## config.mk

```make
export PLATFORM = sky130hd
export DESIGN_NAME = bcd_7seg_driver_flat
export DESIGN_NICKNAME = d
export VERILOG_FILES = /design/src/rtl/bcd_7seg_if.sv /design/src/rtl/bcd_7seg_driver.sv /design/src/flat_wrapper.sv
export SDC_FILE = /design/constraint.sdc
export NUM_CORES = 1
export LEC_CHECK = 0
export CAP_MARGIN = 0
export CELL_PAD_IN_SITES_DETAIL_PLACEMENT = 0
export CELL_PAD_IN_SITES_GLOBAL_PLACEMENT = 1
export CORE_MARGIN = 5
export CORE_UTILIZATION = 25
export DETAILED_ROUTE_END_ITERATION = 7
export PLACE_DENSITY_LB_ADDON = 0.3
export SLEW_MARGIN = 20
export SYNTH_ARGS = -nofsm -noshare
export SYNTH_HDL_FRONTEND = slang
export SYNTH_SLANG_ARGS = --single-unit
```

## constraint.sdc

```tcl
create_clock -name i_clk -period 1.6 [get_ports i_clk]
set_clock_uncertainty 0.15 [all_clocks]
set_input_delay 0.32 -clock i_clk [delete_from_list [all_inputs] [get_ports i_clk]]
set_output_delay 0.32 -clock i_clk [all_outputs]
set_load 0.05 [all_outputs]
```

## src/rtl/bcd_7seg_if.sv

```systemverilog
// bcd_7seg_if: value/segment handshake bundle between a data producer and
// bcd_7seg_driver. The producer side uses the master modport, the driver
// uses the slave modport.
interface bcd_7seg_if #(
   parameter int DATA_W = 9,
   parameter int DIGITS = 3
);
   logic [DATA_W-1:0]       i_data;
   logic                    i_valid;
   logic                    o_ready;
   logic [8*(DIGITS+1)-1:0] o_seg;
   logic                    o_done;
   logic                    o_overflow;

   modport master (
      output i_data,
      output i_valid,
      input  o_ready,
      input  o_seg,
      input  o_done,
      input  o_overflow
   );

   modport slave (
      input  i_data,
      input  i_valid,
      output o_ready,
      output o_seg,
      output o_done,
      output o_overflow
   );
endinterface

```

## src/rtl/bcd_7seg_driver.sv

```systemverilog
// bcd_7seg_driver: sequential signed/unsigned binary to seven-segment driver.
// A word accepted over valid/ready is converted to DIGITS decimal digits by an
// iterative shift-and-add-3 (double-dabble) engine, one bit per cycle, then
// registered as active-low segment bytes plus a sign digit.
// Optional feature macro: BCD7SEG_LZ_BLANK_EN (leading-zero blanking).
module bcd_7seg_driver #(
   parameter int DATA_W = 9,
   parameter int DIGITS = 3,
   parameter int SIGNED = 1
) (
   input  logic          i_clk,
   input  logic          i_rst_n,
   bcd_7seg_if.slave     io_bus
);

   localparam int BCD_W = 4 * DIGITS;
   localparam int SEG_W = 8 * (DIGITS + 1);
   localparam int CNT_W = $clog2(DATA_W + 1);

   localparam logic [7:0] SEG_DASH  = 8'hBF;
   localparam logic [7:0] SEG_BLANK = 8'hFF;
   localparam logic [7:0] SEG_ZERO  = 8'hC0;

   typedef enum logic [1:0] {
      S_IDLE,
      S_CONV,
      S_LOAD
   } state_t;

   state_t             r_state;
   state_t             w_next_state;
   logic               w_ready;
   logic               w_accept;

   logic [DATA_W-1:0]  r_shift;
   logic [BCD_W-1:0]   r_bcd;
   logic               r_sticky;
   logic               r_neg;
   logic [CNT_W-1:0]   r_cnt;

   logic [DATA_W-1:0]  w_mag;
   logic               w_neg;
   logic [BCD_W-1:0]   w_bcd_adj;
   logic [SEG_W-1:0]   w_seg_next;

   logic [SEG_W-1:0]   r_seg;
   logic               r_done;
   logic               r_overflow;

   // Active-low segment code for one BCD digit; codes 10..15 never occur.
   function automatic logic [7:0] f_digit_seg(input logic [3:0] nib);
      logic [7:0] seg;
      case (nib)
         4'd0:    seg = SEG_ZERO;
         4'd1:    seg = 8'hF9;
         4'd2:    seg = 8'hA4;
         4'd3:    seg = 8'hB0;
         4'd4:    seg = 8'h99;
         4'd5:    seg = 8'h92;
         4'd6:    seg = 8'h82;
         4'd7:    seg = 8'hF8;
         4'd8:    seg = 8'h80;
         4'd9:    seg = 8'h98;
         default: seg = SEG_BLANK;
      endcase
      return seg;
   endfunction

   // Display image after reset: a zero in the ones digit, sign blank, and the
   // upper digits either zero or blanked depending on leading-zero blanking.
   function automatic logic [SEG_W-1:0] f_reset_seg();
      logic [SEG_W-1:0] seg;
      seg      = '1;
      seg[7:0] = SEG_ZERO;
`ifndef BCD7SEG_LZ_BLANK_EN
      for (int d = 1; d < DIGITS; d++) begin
         seg[8*d +: 8] = SEG_ZERO;
      end
`endif
      return seg;
   endfunction

   // State register.
   always_ff @(posedge i_clk or negedge i_rst_n) begin
      // NOTE: sequential state uses non-blocking assignments so every register
      // samples pre-edge values regardless of block ordering.
      if (!i_rst_n) begin
         r_state <= S_IDLE;
      end else begin
         r_state <= w_next_state;
      end
   end

   // Next-state and handshake decode; ready depends on state only.
   always_comb begin
      // NOTE: every combinational output gets a default first so no path
      // through the case leaves it unassigned (which would infer a latch).
      w_next_state = r_state;
      w_ready      = 1'b0;
      w_accept     = 1'b0;
      case (r_state)
         S_IDLE: begin
            w_ready = 1'b1;
            if (io_bus.i_valid) begin
               w_accept     = 1'b1;
               w_next_state = S_CONV;
            end
         end
         S_CONV: begin
            if (r_cnt == CNT_W'(1)) begin
               w_next_state = S_LOAD;
            end
         end
         S_LOAD: begin
            w_next_state = S_IDLE;
         end
         default: begin
            w_next_state = S_IDLE;
         end
      endcase
   end

   assign io_bus.o_ready = w_ready;

   // Magnitude and sign of the incoming word; the most negative value wraps
   // to its own bit pattern, which read unsigned is the correct magnitude.
   always_comb begin
      w_mag = io_bus.i_data;
      w_neg = 1'b0;
      if ((SIGNED != 0) && io_bus.i_data[DATA_W-1]) begin
         w_neg = 1'b1;
         w_mag = -io_bus.i_data;
      end
   end

   // Add-3 correction: every nibble of 5 or more is bumped before the shift.
   always_comb begin
      w_bcd_adj = r_bcd;
      for (int d = 0; d < DIGITS; d++) begin
         if (r_bcd[4*d +: 4] >= 4'd5) begin
            w_bcd_adj[4*d +: 4] = r_bcd[4*d +: 4] + 4'd3;
         end
      end
   end

   // Conversion datapath: load on accept, one shift-and-add-3 step per cycle.
   always_ff @(posedge i_clk or negedge i_rst_n) begin
      if (!i_rst_n) begin
         r_shift  <= '0;
         r_bcd    <= '0;
         r_sticky <= 1'b0;
         r_neg    <= 1'b0;
         r_cnt    <= '0;
      end else begin
         case (r_state)
            S_IDLE: begin
               if (w_accept) begin
                  r_shift  <= w_mag;
                  r_neg    <= w_neg;
                  r_bcd    <= '0;
                  r_sticky <= 1'b0;
                  r_cnt    <= CNT_W'(DATA_W);
               end
            end
            S_CONV: begin
               // A bit leaving the top nibble means the value needs more
               // digits than are fitted; it latches into the sticky flag.
               r_bcd    <= {w_bcd_adj[BCD_W-2:0], r_shift[DATA_W-1]};
               r_shift  <= {r_shift[DATA_W-2:0], 1'b0};
               r_sticky <= r_sticky | w_bcd_adj[BCD_W-1];
               r_cnt    <= r_cnt - CNT_W'(1);
            end
            default: begin
            end
         endcase
      end
   end

   // Segment image of the finished conversion: dashes on overflow, optional
   // leading-zero blanking, sign digit from the latched sign.
   always_comb begin
`ifdef BCD7SEG_LZ_BLANK_EN
      logic lead;
      lead = 1'b1;
`endif
      w_seg_next = '1;
      for (int d = DIGITS - 1; d >= 0; d--) begin
         if (r_sticky) begin
            w_seg_next[8*d +: 8] = SEG_DASH;
         end else begin
`ifdef BCD7SEG_LZ_BLANK_EN
            if (lead && (r_bcd[4*d +: 4] == 4'd0) && (d != 0)) begin
               w_seg_next[8*d +: 8] = SEG_BLANK;
            end else begin
               lead                 = 1'b0;
               w_seg_next[8*d +: 8] = f_digit_seg(r_bcd[4*d +: 4]);
            end
`else
            w_seg_next[8*d +: 8] = f_digit_seg(r_bcd[4*d +: 4]);
`endif
         end
      end
      w_seg_next[8*DIGITS +: 8] = ((SIGNED != 0) && r_neg) ? SEG_DASH : SEG_BLANK;
   end

   // Output registers: updated only in LOAD, done pulses for that one cycle.
   always_ff @(posedge i_clk or negedge i_rst_n) begin
      if (!i_rst_n) begin
         r_seg      <= f_reset_seg();
         r_done     <= 1'b0;
         r_overflow <= 1'b0;
      end else begin
         r_done <= (r_state == S_LOAD);
         if (r_state == S_LOAD) begin
            r_seg      <= w_seg_next;
            r_overflow <= r_sticky;
         end
      end
   end

   assign io_bus.o_seg      = r_seg;
   assign io_bus.o_done     = r_done;
   assign io_bus.o_overflow = r_overflow;

endmodule

```

## src/flat_wrapper.sv

```systemverilog
// flat-port wrapper written by rule: the top's interface ports become plain ports
module bcd_7seg_driver_flat 
#(
   parameter int DATA_W = 9,
   parameter int DIGITS = 3,
   parameter int SIGNED = 1
)
  (i_clk, i_rst_n, io_bus_i_data, io_bus_i_valid, io_bus_o_ready, io_bus_o_seg, io_bus_o_done, io_bus_o_overflow);
  bcd_7seg_if #(.DATA_W(DATA_W), .DIGITS(DIGITS)) io_bus_i ();
  input  logic i_clk;
  input  logic i_rst_n;
  input wire logic [$bits(io_bus_i.i_data)-1:0] io_bus_i_data;
  input wire logic [$bits(io_bus_i.i_valid)-1:0] io_bus_i_valid;
  output wire logic [$bits(io_bus_i.o_ready)-1:0] io_bus_o_ready;
  output wire logic [$bits(io_bus_i.o_seg)-1:0] io_bus_o_seg;
  output wire logic [$bits(io_bus_i.o_done)-1:0] io_bus_o_done;
  output wire logic [$bits(io_bus_i.o_overflow)-1:0] io_bus_o_overflow;
  assign io_bus_i.i_data = io_bus_i_data;
  assign io_bus_i.i_valid = io_bus_i_valid;
  assign io_bus_o_ready = io_bus_i.o_ready;
  assign io_bus_o_seg = io_bus_i.o_seg;
  assign io_bus_o_done = io_bus_i.o_done;
  assign io_bus_o_overflow = io_bus_i.o_overflow;
  bcd_7seg_driver #(.DATA_W(DATA_W), .DIGITS(DIGITS), .SIGNED(SIGNED)) u_core (.i_clk(i_clk), .i_rst_n(i_rst_n), .io_bus(io_bus_i));
endmodule
```

==> run notes, run 1 <==
The share of cell area taken by multi-input logic gates was 37.6%. The run gives 13.3 um for the post-detailed-route wirelength per cell. The tools report the sum of net half-perimeters after detailed placement as 5.24 mm. For the data arrival at the endpoint of the critical path, the log shows 1.17 ns.

OpenSTA lists the critical path endpoint as io_bus_o_ready. The number of cells reported by Yosys stat comes to 328. The run gives 1.13 ns for the required time at the endpoint of the critical path. Tracing the worst setup path back leads to its startpoint at u_core.r_state[0]. Highest signal layer in the routed design: met4. Cell area power density: 2220 nW/um^2.

With the fraction of power consumed by combinational cells at 63.7%, the clock distribution area overhead in the final layout is 2.98%. Multi-input combinational cells in the finished layout were counted as 240. At the end of the flow, the number of nets in the layout was 443. Busiest layer in global routing: met2.

The total net switching power is 4.34 mW. The checks that failed: setup timing. Subtracting the final worst setup slack from the clock period gives 1.64 ns. Summing the areas of all and, or, nand and nor instances in the mapped netlist gives 14.2% of the synthesized area. The number of endpoints failing setup at the final stage was 2; the register area was 1340 um^2. The report lists the cells along the critical path as buf_12 -> nor2_4 -> buf_6 -> buf_12. The flow ran to the end, but the final reports show violations.

The register clock-pin slew on the reported worst setup and hold paths was 0.06 ns; the overall global routing resource usage was 10.1%. For the worst reg-to-reg path, the startpoint reported by OpenROAD is u_core.r_state[0]. The biggest area contributor in the post-synthesis netlist is dfrtp_1.

The tools report the endpoint kind of the worst setup timing path as a primary output. Counting along the longest clock path gives a buffer depth of 2. The layout overhead on the synthesized area is 51.0%. In the detailed route, the total length drawn on met3 is 254 um.

The horizontal extent of the die is 120 um, and the number of max-cap violations is 0. The tools report the fraction of met1 tracks used by global routing as 13.7%. In the post-synthesis netlist, the biggest area contributors are dfrtp_1 40%, ha_1 8.7%, o21ai_0 6.8%. Summing the areas of all fa, ha and maj instances in the mapped netlist gives 8.67% of the synthesized area. Clock tree synthesis selected as its root buffer the cell clkbuf_16. For this run, the chip area from Yosys synthesis comes to 3030 um^2. The top flip-flop cell by instance count after synthesis is dfrtp_1. Entering global routing, the biggest net connects 54 pins. The run gives 8 for the number of clock buffers in the layout.

For the synthesized cell area, the log shows 3030 um^2. The run gives -0.0437 ns for the worst setup slack after layout.
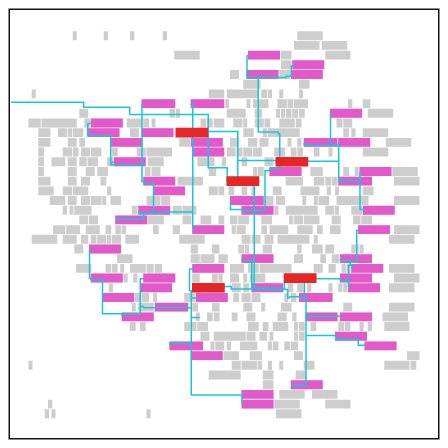
Fig. 1. Routed clock nets over the placement (run 1).
clock wires: marked cyan, length 721 um. flip-flops: marked magenta, count 53. cells driving clock nets: marked red, count 5.
There are 6 routed clock nets.
Insertion Delay late pin: 0.29 ns
power of the clock network: 1.05 mW
Clock Power Share: 10.3%

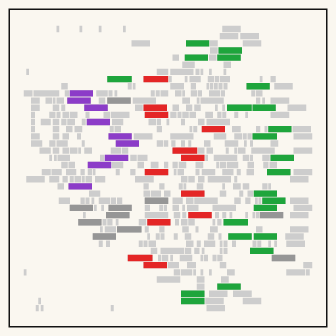
Fig. 2. Sequential cells coloured by netlist name (run 1).
Other sequential cells in the stronger grey, the rest of the logic in the fainter grey.
`u_core.io_bus.o_seg`: marked green, sequential cells 22. `u_core.r_bcd`: marked red, sequential cells 12. `u_core.r_shift`: marked purple, sequential cells 9, where west.
Core Util, Final: 38.3%
Seq area share: 29.2%

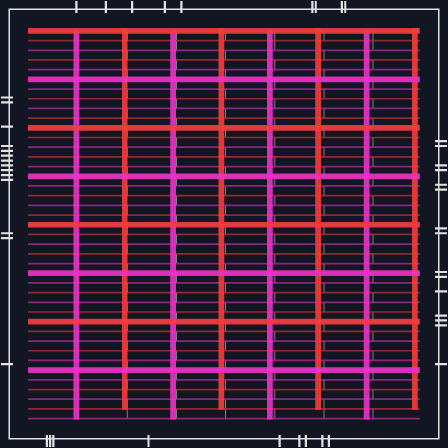
Fig. 3. Supply network (run 1).
Pins as bars on the die edge. Tap cells in grey.
VDD: marked red. VSS: marked magenta.
147 tap cells. 47 signal pins sit on the boundary. The core has 40 rows. 8 straps on met5.
placeable core region: 12,000 um^2
Vert. Die Dim: 120 um

==> inputs of run 2 (changes only) <==
--- a/config.mk
+++ b/config.mk
@@ -8,9 +8,10 @@
 export CAP_MARGIN = 0
 export CELL_PAD_IN_SITES_DETAIL_PLACEMENT = 0
 export CELL_PAD_IN_SITES_GLOBAL_PLACEMENT = 1
-export CORE_MARGIN = 5
+export CORE_MARGIN = 8
 export CORE_UTILIZATION = 25
 export DETAILED_ROUTE_END_ITERATION = 7
+export MAX_ROUTING_LAYER = met4
 export PLACE_DENSITY_LB_ADDON = 0.3
 export SLEW_MARGIN = 20
 export SYNTH_ARGS = -nofsm -noshare
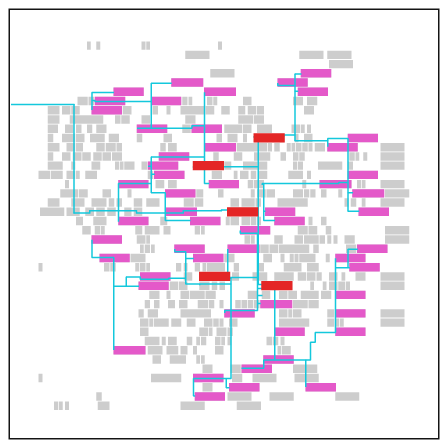
Fig. 4. Routed clock nets over the placement (run 2).
cells driving clock nets: marked red, count 5. flip-flops: marked magenta, count 53. clock wires: marked cyan, length 773 um.
There are 6 routed clock nets.
Clock Power Share: 11.1%
power of the clock network: 1.12 mW

==> run 2 against run 1 <==
Effect of this change: the run still ends with setup timing left; core utilization shrank 0.19 points; synthesized cell count is the same; register-to-register slack about the same; sequential power hardly changed; clock power rose by 7%; final cell count up 0.54%; global-route usage is 0.25 points lower; flip-flop count is the same; sequential share of layout area grew 0.29 points; critical path type unchanged; largest cell class unchanged.
==> run notes, run 2 <==
Global routing consumed, over all layers together, 9.86% of the routing resources. Before any placement, the netlist area is recorded as 3030 um^2. In this run the critical register-to-register path is launched from u_core.r_state[1].

With the horizontal extent of the die at 126 um, the layout overhead on the synthesized area is 49.6%. The run gives 0.07 ns for the register clock-pin slew on the reported worst setup and hold paths. The number of endpoints failing setup at the final stage was 1; the sum of net half-perimeters after detailed placement was 5.53 mm. The post-detailed-route wirelength per cell is 13.2 um. The run finished, with violations left. The tools report the final net count as 446.

For the number of max-cap violations, the log shows 0. Yosys stat counts 328 cells in the synthesized netlist. Total net switching power: 4.35 mW.

The busiest layer in global routing was met2. Data on the critical path is required at its endpoint by 1.13 ns. The worst setup slack after layout came out at -0.0196 ns. The final reports fail on setup timing. According to the Yosys statistics, the synthesized design has a chip area of 3030 um^2. The cell-mix breakdown from Yosys lists the simple-gate area share as 14.2%. Per the detail_route log, the uppermost layer with routed signals is met4.
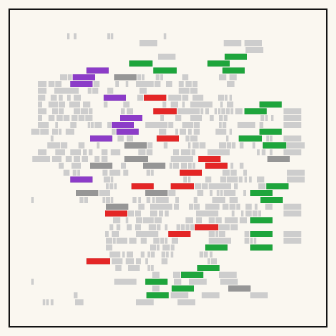
Fig. 5. Sequential cells coloured by netlist name (run 2).
Other sequential cells in the stronger grey, the rest of the logic in the fainter grey.
`u_core.io_bus.o_seg`: marked green, sequential cells 22. `u_core.r_shift`: marked purple, sequential cells 9. `u_core.r_bcd`: marked red, sequential cells 12, where centre.
Another 10 sequential cells are not coloured.
Seq power: 2.64 mW
register area: 1340 um^2
Seq area share: 29.5%
Core Util, Final: 38.1%

Power is estimated from default activity; no workload was simulated.
